### Clock wires, drivers and flops

The bar under the picture is 20 microns long.
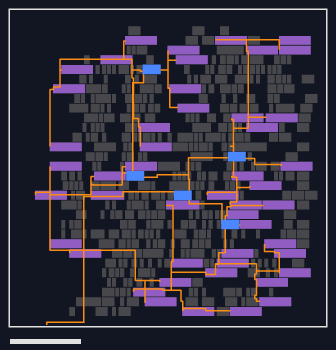
### Placed cells, one color a class

The bar under the picture is 20 microns long.
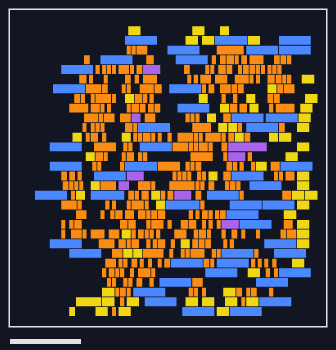
### Placed standard cells

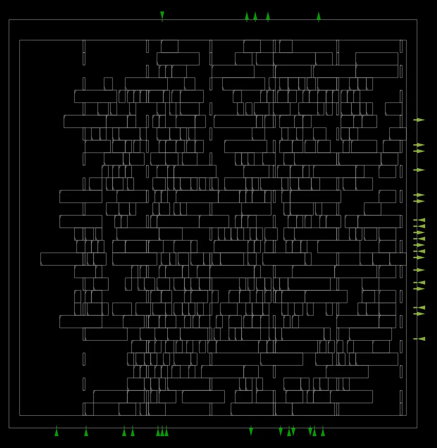
### Metal 2

Cells faint in the background.
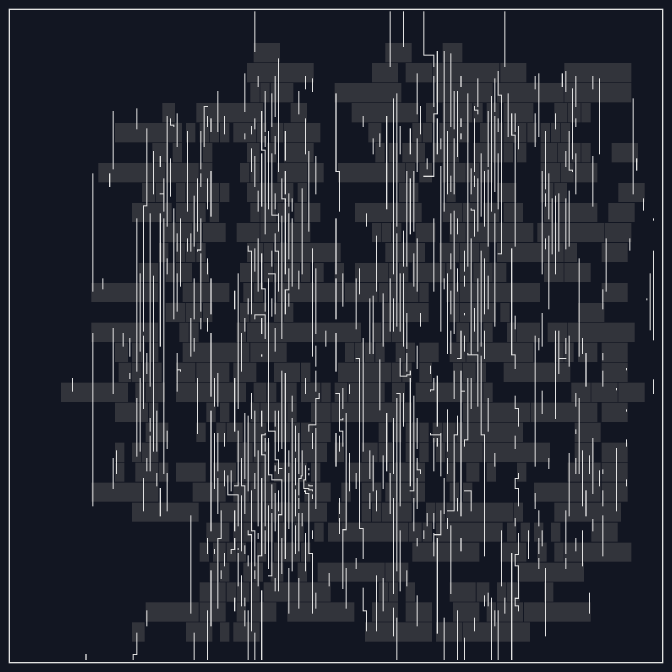
`config.mk`:
```
export PLATFORM = sky130hd
export DESIGN_NAME = mole_spawner_flat
export DESIGN_NICKNAME = d
export VERILOG_FILES = /design/src/rtl/mole_spawner_pkg.sv /design/src/rtl/mole_spawner_if.sv /design/src/rtl/mole_spawner_tick_timer.sv /design/src/rtl/mole_spawner.sv /design/src/flat_wrapper.sv
export SDC_FILE = /design/constraint.sdc
export NUM_CORES = 1
export LEC_CHECK = 0
export ABC_AREA = 1
export CAP_MARGIN = 20
export CORE_MARGIN = 2
export CORE_UTILIZATION = 40
export CTS_BUF_LIST = sky130_fd_sc_hd__clkbuf_8
export CTS_CLUSTER_DIAMETER = 120
export DETAILED_ROUTE_END_ITERATION = 16
export PLACE_DENSITY = 0.66
export REMOVE_ABC_BUFFERS = 1
export SLEW_MARGIN = 10
export SYNTH_ARGS = -nofsm -noshare
export SYNTH_HDL_FRONTEND = slang
export SYNTH_SLANG_ARGS = --single-unit
```
`constraint.sdc`:
```
create_clock -name clk -period 1.8 [get_ports clk]
set_input_delay 0.36 -clock clk [delete_from_list [all_inputs] [get_ports clk]]
set_output_delay 0.36 -clock clk [all_outputs]
set_load 0.01 [all_outputs]
```
`src/rtl/mole_spawner_pkg.sv`:
```
// Shared types and widths for the whack-a-mole spawner.
package mole_pkg;

  localparam int SCORE_W = 8;
  localparam int HOLE_W  = 5;

  typedef enum logic [1:0] {
    ST_IDLE,
    ST_PICK,
    ST_UP,
    ST_GAP
  } state_t;

  // Deterministic fallback hole: the one after the previous pick, wrapping.
  function automatic logic [HOLE_W-1:0] nextHole(input logic [HOLE_W-1:0] last, input int numHoles);
    if (int'(last) + 1 >= numHoles) return '0;
    return last + HOLE_W'(1);
  endfunction

endpackage

```
`src/rtl/mole_spawner_if.sv`:
```
// Game-side signal bundle between the spawner and its environment.
interface mole_spawner_if #(parameter int NUM_HOLES = 9);
  import mole_pkg::*;

  logic [HOLE_W-1:0]    rnd;
  logic                 tick;
  logic                 enable;
  logic [NUM_HOLES-1:0] btn;
  logic [NUM_HOLES-1:0] mole;
  logic                 hit;
  logic                 miss;
  logic [SCORE_W-1:0]   score;
  logic                 active;

  modport master (output rnd, tick, enable, btn, input mole, hit, miss, score, active);
  modport slave  (input rnd, tick, enable, btn, output mole, hit, miss, score, active);

endinterface

```
`src/rtl/mole_spawner_tick_timer.sv`:
```
// Tick-driven down-counter; expire fires on the tick that consumes the last count.
module tick_timer #(
  parameter int WIDTH = 16
) (
  input  logic             clk,
  input  logic             rst_n,
  input  logic             i_load,
  input  logic [WIDTH-1:0] i_value,
  input  logic             i_tick,
  output logic             o_expire
);

  logic [WIDTH-1:0] r_count;

  always_ff @(posedge clk or negedge rst_n) begin
    if (!rst_n) begin
      r_count <= '0;
    end else if (i_load) begin
      r_count <= i_value;
    end else if (i_tick && (r_count != '0)) begin
      r_count <= r_count - WIDTH'(1);
    end
  end

  assign o_expire = i_tick && (r_count == WIDTH'(1));

endmodule

```
`src/rtl/mole_spawner.sv`:
```
// Mole spawner: picks a random hole, raises the mole, scores whacks and timeouts.
module mole_spawner
  import mole_pkg::*;
#(
  parameter int NUM_HOLES = 9,
  parameter int UP_TICKS  = 500,
  parameter int GAP_TICKS = 200,
  parameter int RETRY_MAX = 8
) (
  input  logic           clk,
  input  logic           rst_n,
  mole_spawner_if.slave  bus
);

  localparam int TIMER_W = $clog2(((UP_TICKS > GAP_TICKS) ? UP_TICKS : GAP_TICKS) + 1);
  localparam int RETRY_W = (RETRY_MAX < 1) ? 1 : $clog2(RETRY_MAX + 1);

  state_t               r_state;
  logic [HOLE_W-1:0]    r_lastHole;
  logic [RETRY_W-1:0]   r_retry;
  logic [NUM_HOLES-1:0] r_btnQ;
  logic [NUM_HOLES-1:0] r_mole;
  logic                 r_hit;
  logic                 r_miss;
  logic [SCORE_W-1:0]   r_score;

  logic                 w_fallback;
  logic                 w_pickValid;
  logic [HOLE_W-1:0]    w_pickHole;
  logic                 w_holeRise;
  logic                 w_expire;
  logic                 w_timerLoad;
  logic [TIMER_W-1:0]   w_timerValue;

  assign w_fallback  = (r_retry == RETRY_W'(RETRY_MAX));
  assign w_pickValid = w_fallback || ((int'(bus.rnd) < NUM_HOLES) && (bus.rnd != r_lastHole));
  assign w_pickHole  = w_fallback ? nextHole(r_lastHole, NUM_HOLES) : bus.rnd;
  // r_mole is one-hot on the raised hole, so it doubles as the edge mask.
  assign w_holeRise  = |(bus.btn & ~r_btnQ & r_mole);

  always_comb begin
    w_timerLoad  = 1'b0;
    w_timerValue = '0;
    if (bus.enable) begin
      case (r_state)
        ST_PICK: if (w_pickValid) begin
          w_timerLoad  = 1'b1;
          w_timerValue = TIMER_W'(UP_TICKS);
        end
        ST_UP: if (w_holeRise || w_expire) begin
          w_timerLoad  = 1'b1;
          w_timerValue = TIMER_W'(GAP_TICKS);
        end
        default: ;
      endcase
    end
  end

  tick_timer #(.WIDTH(TIMER_W)) u_timer (
    .clk      (clk),
    .rst_n    (rst_n),
    .i_load   (w_timerLoad),
    .i_value  (w_timerValue),
    .i_tick   (bus.tick),
    .o_expire (w_expire)
  );

  always_ff @(posedge clk or negedge rst_n) begin
    if (!rst_n) begin
      r_state    <= ST_IDLE;
      r_lastHole <= '0;
      r_retry    <= '0;
      r_btnQ     <= '0;
      r_mole     <= '0;
      r_hit      <= 1'b0;
      r_miss     <= 1'b0;
      r_score    <= '0;
    end else begin
      r_btnQ <= bus.btn;
      r_hit  <= 1'b0;
      r_miss <= 1'b0;
      if (!bus.enable) begin
        r_state <= ST_IDLE;
        r_mole  <= '0;
        r_retry <= '0;
      end else begin
        case (r_state)
          ST_IDLE: begin
            r_score <= '0;
            r_retry <= '0;
            r_state <= ST_PICK;
          end
          ST_PICK: begin
            if (w_pickValid) begin
              r_lastHole <= w_pickHole;
              r_mole     <= NUM_HOLES'(1) << w_pickHole;
              r_retry    <= '0;
              r_state    <= ST_UP;
            end else begin
              r_retry <= r_retry + RETRY_W'(1);
            end
          end
          // A whack beats a timeout landing on the same clock.
          ST_UP: begin
            if (w_holeRise) begin
              r_hit   <= 1'b1;
              r_mole  <= '0;
              r_state <= ST_GAP;
              if (r_score != '1) r_score <= r_score + SCORE_W'(1);
            end else if (w_expire) begin
              r_miss  <= 1'b1;
              r_mole  <= '0;
              r_state <= ST_GAP;
            end
          end
          ST_GAP: begin
            if (w_expire) r_state <= ST_PICK;
          end
          default: r_state <= ST_IDLE;
        endcase
      end
    end
  end

  assign bus.mole   = r_mole;
  assign bus.hit    = r_hit;
  assign bus.miss   = r_miss;
  assign bus.score  = r_score;
  assign bus.active = (r_state != ST_IDLE);

endmodule

```
`src/flat_wrapper.sv`:
```
// flat-port wrapper written by rule: the top's interface ports become plain ports
module mole_spawner_flat import mole_pkg::*;
#(
  parameter int NUM_HOLES = 9,
  parameter int UP_TICKS  = 500,
  parameter int GAP_TICKS = 200,
  parameter int RETRY_MAX = 8
)
  (clk, rst_n, bus_rnd, bus_tick, bus_enable, bus_btn, bus_mole, bus_hit, bus_miss, bus_score, bus_active);
  mole_spawner_if #(.NUM_HOLES(NUM_HOLES)) bus_i ();
  input  logic clk;
  input  logic rst_n;
  input wire logic [$bits(bus_i.rnd)-1:0] bus_rnd;
  input wire logic [$bits(bus_i.tick)-1:0] bus_tick;
  input wire logic [$bits(bus_i.enable)-1:0] bus_enable;
  input wire logic [$bits(bus_i.btn)-1:0] bus_btn;
  output wire logic [$bits(bus_i.mole)-1:0] bus_mole;
  output wire logic [$bits(bus_i.hit)-1:0] bus_hit;
  output wire logic [$bits(bus_i.miss)-1:0] bus_miss;
  output wire logic [$bits(bus_i.score)-1:0] bus_score;
  output wire logic [$bits(bus_i.active)-1:0] bus_active;
  assign bus_i.rnd = bus_rnd;
  assign bus_i.tick = bus_tick;
  assign bus_i.enable = bus_enable;
  assign bus_i.btn = bus_btn;
  assign bus_mole = bus_i.mole;
  assign bus_hit = bus_i.hit;
  assign bus_miss = bus_i.miss;
  assign bus_score = bus_i.score;
  assign bus_active = bus_i.active;
  mole_spawner #(.NUM_HOLES(NUM_HOLES), .UP_TICKS(UP_TICKS), .GAP_TICKS(GAP_TICKS), .RETRY_MAX(RETRY_MAX)) u_core (.clk(clk), .rst_n(rst_n), .bus(bus_i));
endmodule
```
==> ci_impl_report.md <==
### Yosys + OpenROAD results

| Metric | Value |
|---|---|
| Reg clk slew, reported paths | about 0.1 ns |
| CTS tree | yes |
| Die ar. | around 7900 sq um |
| TritonCTS buffer count | 5 |
| GR Util All Layers | 0.163 |
| Worst reg-to-reg path cell count | 11 |
| Max Root-Sink Buffers | 2 |
| Core Box Area | roughly 7000 sq um |
| Worst Hold Class | input pin to async pin |
| Number of global-route vias before repair | 2352 |
| Crit Path Category | flip-flop to flip-flop |
| Stage-log warning count | 32 |
| Max-cap violations | 0 |
| First-pass GRT wire length | ~10 mm |
| Reg2reg setup slack | 0.07 ns |
| Startpoint type of the worst setup path | flip-flop |
| Max IR drop VDD | around 0.42 mV |
| RSZ-0062 raised after global routing | true |
| Highest metal used | met4 |
| Critical path peak fanout | 7 |
| Yosys cell count | 368 |
| Tmin final | roughly 1.7 ns |
| Gr busiest metal | met2 |
| PwrDens | about 1100 nW/um^2 |
| Sink Count | around 48 |
| Peak Freq | 577 MHz |
| Adder-cell area share of the yosys netlist | 0.0479 |
| Initial antenna violation count | 0 |
| FF-to-FF Start | u_core.r_retry[0] |
| Endpoints failing hold | 0 |
| Initial drt markers | between 60 and 70 |
| # hold bufs at CTS | 0 |
| GR Util met3 | 0.0289 |
| Post-synth area from yosys stat | between 2000 and 3000 sq um |
| First-pass DRT Iterations | 4 |
| Post-Syn Area | between 2000 and 3000 sq um |
| WHS | between 0.01 and 0.015 ns |
| Post-synthesis register bit count | ~48 |
| WL per Instance | between 10 and 15 microns |
| Syn-to-layout area delta | 28.6% |
| Yosys warning count | 0 |
| Crit path setup slack, layout | a little under 0.07 ns |
| Yosys simple share | 0.339 |
| Final setup viols | 0 |
| Leakage | 1.78 nW |
| Register share after synthesis | 0.418 |
| Area fraction in xor and xnor cells | 0.0366 |
| DR WL met2 | between 3 and 4 mm |
| Root buf cell | clkbuf_8 |
| Final ANT Viol Nets | 0 |
| Synth Area in Compound Gates | 0.0635 |
| Drt drc | 0 |
| Ant. Diodes | 0 |
| Wire length on met1 | 2.84 mm |
| Worst-margin pin slew | ~0.4 ns |
| Setup Slack @ Placement | -0.227 ns |
| Reg-to-Reg End | u_core.bus.mole[7] |
| Worst EP required | 2.05 ns |
| DR WL met3 | approximately 190 microns |
| CP Launch Point | u_core.r_retry[0] |
| Port bufs | 37 |
| Syn avg cell area | 7.81 sq um |
| Synth cell types | 32 |
| Total grt overflow | 0 |
| Mapped Cells | about 370 |
| Slew Viols, Final | 0 |
| Crit path to | u_core.bus.mole[7] |
| H-tree levels | 2 |
| Layout cells sized above 1 | 0.188 |
| Met1 usage | 0.208 |
| Mux area share | 0 |
| Vias/cell | around 4.7 |
| Largest net degree at the start of global routing | around 50 |
| Synth logic family | simple AND/OR/NAND/NOR gates |
| CP arrival | a little under 2 ns |
| Headroom to the max-slew limit | 0.731 |
| Status | complete, no violations |
| Layout Nets | 458 |
| Die width | 88.8 microns |
| Post-DP HPWL | about 4.3 mm |
| # IOs | 38 |
| Core Util at FP | 0.419 |
| Final period util | 0.962 |
| GPL Wtd Cong | 0.829 |
| CP endpoint kind | flip-flop |
-- 'Clock wires, drivers and flops' (at the start) --
Key: clock-net drivers = blue [count 5]; clock wires = orange [length 659 microns]; flip-flops = purple [count 48]
There are 6 routed clock nets. Position of the flops: all over the die.
clock power share: 0.202
Late-Pin Clk Latency: 0.31 ns
Clk. pwr: 819 uW
Final Skew: 0.0103 ns

-- 'Placed cells, one color a class' (at the start) --
Key: clock drivers and dummy loads = purple [cells 8]; registers = blue [cells 48]; remaining buffers and delay cells = yellow [cells 62]; remaining logic cells = orange [cells 312]
fin area: 3700 sq um
Final Util: 0.538

-- 'Placed standard cells' (at the start) --
Seq/total area: 0.325
fin cells: 526
Rows: 30
flip-flops: 48

-- 'Metal 2' (at the start) --
The wires run mostly vertical. The longest straight run is 34.7 microns.
via count: 2475
drt total wl: 6.15 mm
met2 GRT Util: 0.282

## synth_stat cells
library cell  instances  share of area
nand3b_4              1         0.0070
nor2_4                1         0.0039
a21oi_1               6          0.010
xnor2_1               2         0.0061
nor2_1               29          0.038
nand4_1              10          0.022
nand2_4               1         0.0039
or2_4                 1         0.0030
nand3_4               1         0.0061
buf_4                 2         0.0052
xor2_1               10          0.030
ha_1                 11          0.048
nand3_2               4          0.014
nor4_1                1         0.0022
nor3_1                3         0.0052
o21ai_1               8          0.014
o21ai_0              15          0.026
nand2_2               8          0.017
nand2_1             104           0.14
or2_0                 1         0.0022
nand3b_1              7          0.018
or2_1                 2         0.0044
buf_6                 6          0.023
inv_2                 3         0.0039
or2_2                 1         0.0022
nor2_2                4         0.0087
a31oi_2               1         0.0044
nand3_1              26          0.045
o21ai_2               2         0.0061
dfrtp_1              48           0.42
inv_1                48          0.063
o31ai_1               1         0.0026
## final cells by class
class | instances | area [sq um]
Fill cell | 667 | 3170
Multi-Input combinational cell | 261 | 1500
Inverter | 51 | 194
Clock inverter | 3 | 46.3
Timing Repair Buffer | 62 | 564
Sequential cell | 48 | 1200
Tap cell | 96 | 120
Clock buffer | 5 | 68.8
## layout by cell type (no fill, tap or decap), types with 6 or more instances in the layout
master,instances
dfrtp_1,46
a21oi_1,6
buf_4,24
nor2_1,24
ha_1,8
o21ai_0,15
nand3_1,23
o21ai_1,8
clkdlybuf4s50_1,35
inv_1,45
nand2_1,102
nor2_2,6
nand4_1,10
nand2_2,8
xor2_1,10
nand3b_1,7
## power by group
part | total, mW | internal, mW | switching [mW]
Clock | 0.819 | 0.419 | 0.400
Combinational | 1.74 | 0.753 | 0.992
Sequential | 1.50 | 1.29 | 0.210
## critical path, stage by stage (launching register included)
cell	delay (ns)
dfrtp_1	0.41
inv_2	0.08
ha_2	0.18
nand2_1	0.08
nor2_4	0.17
inv_4	0.08
buf_4	0.14
nand2_1	0.08
nand3_2	0.12
inv_2	0.10
nand3_1	0.11
o21ai_2	0.12
## per-stage QoR
stage / total power, mW / setup TNS [ns] / std cells / area [sq um] / utilization
5_1_grt: 4.38 / -0.325 / 526 / 3700 / 0.538
6_report: 4.06 / 0 / 526 / 3700 / 0.538
3_3_place_gp: 3.07 / -3.75 / 509 / 3410 / 0.497
2_1_floorplan: 2.56 / 0 / 360 / 2790 / -
3_5_place_dp: 3.10 / -4.19 / 509 / 3410 / 0.497
4_1_cts: 3.94 / 0 / 518 / 3530 / 0.514
## sequential cells by signal, indices dropped and copies added, names as in the netlist
name,cells
u_core.bus.mole,9
u_core.r_btnQ,9
u_core.u_timer.r_count,9
u_core.bus.score,8
u_core.r_lastHole,5
u_core.r_retry,4
u_core.r_state,2
u_core.bus.hit,1
u_core.bus.miss,1
## kinds of logic after synthesis
| group | Yosys count |
|---|---|
| AND/OR/NAND/NOR | 205 |
| buffers and inverters | 59 |
| flip-flops | 48 |
| AND-OR/OR-AND | 33 |
| XOR/XNOR | 12 |
| adder cells (fa/ha/maj) | 11 |
## timing repair
item,4_1_cts,5_1_grt
buffers inserted,1,8
resized,1,29
pin swaps,0,5
setup endpoints to repair,1,28
Power figures rest on the tool's default switching activity, not on a simulated workload.
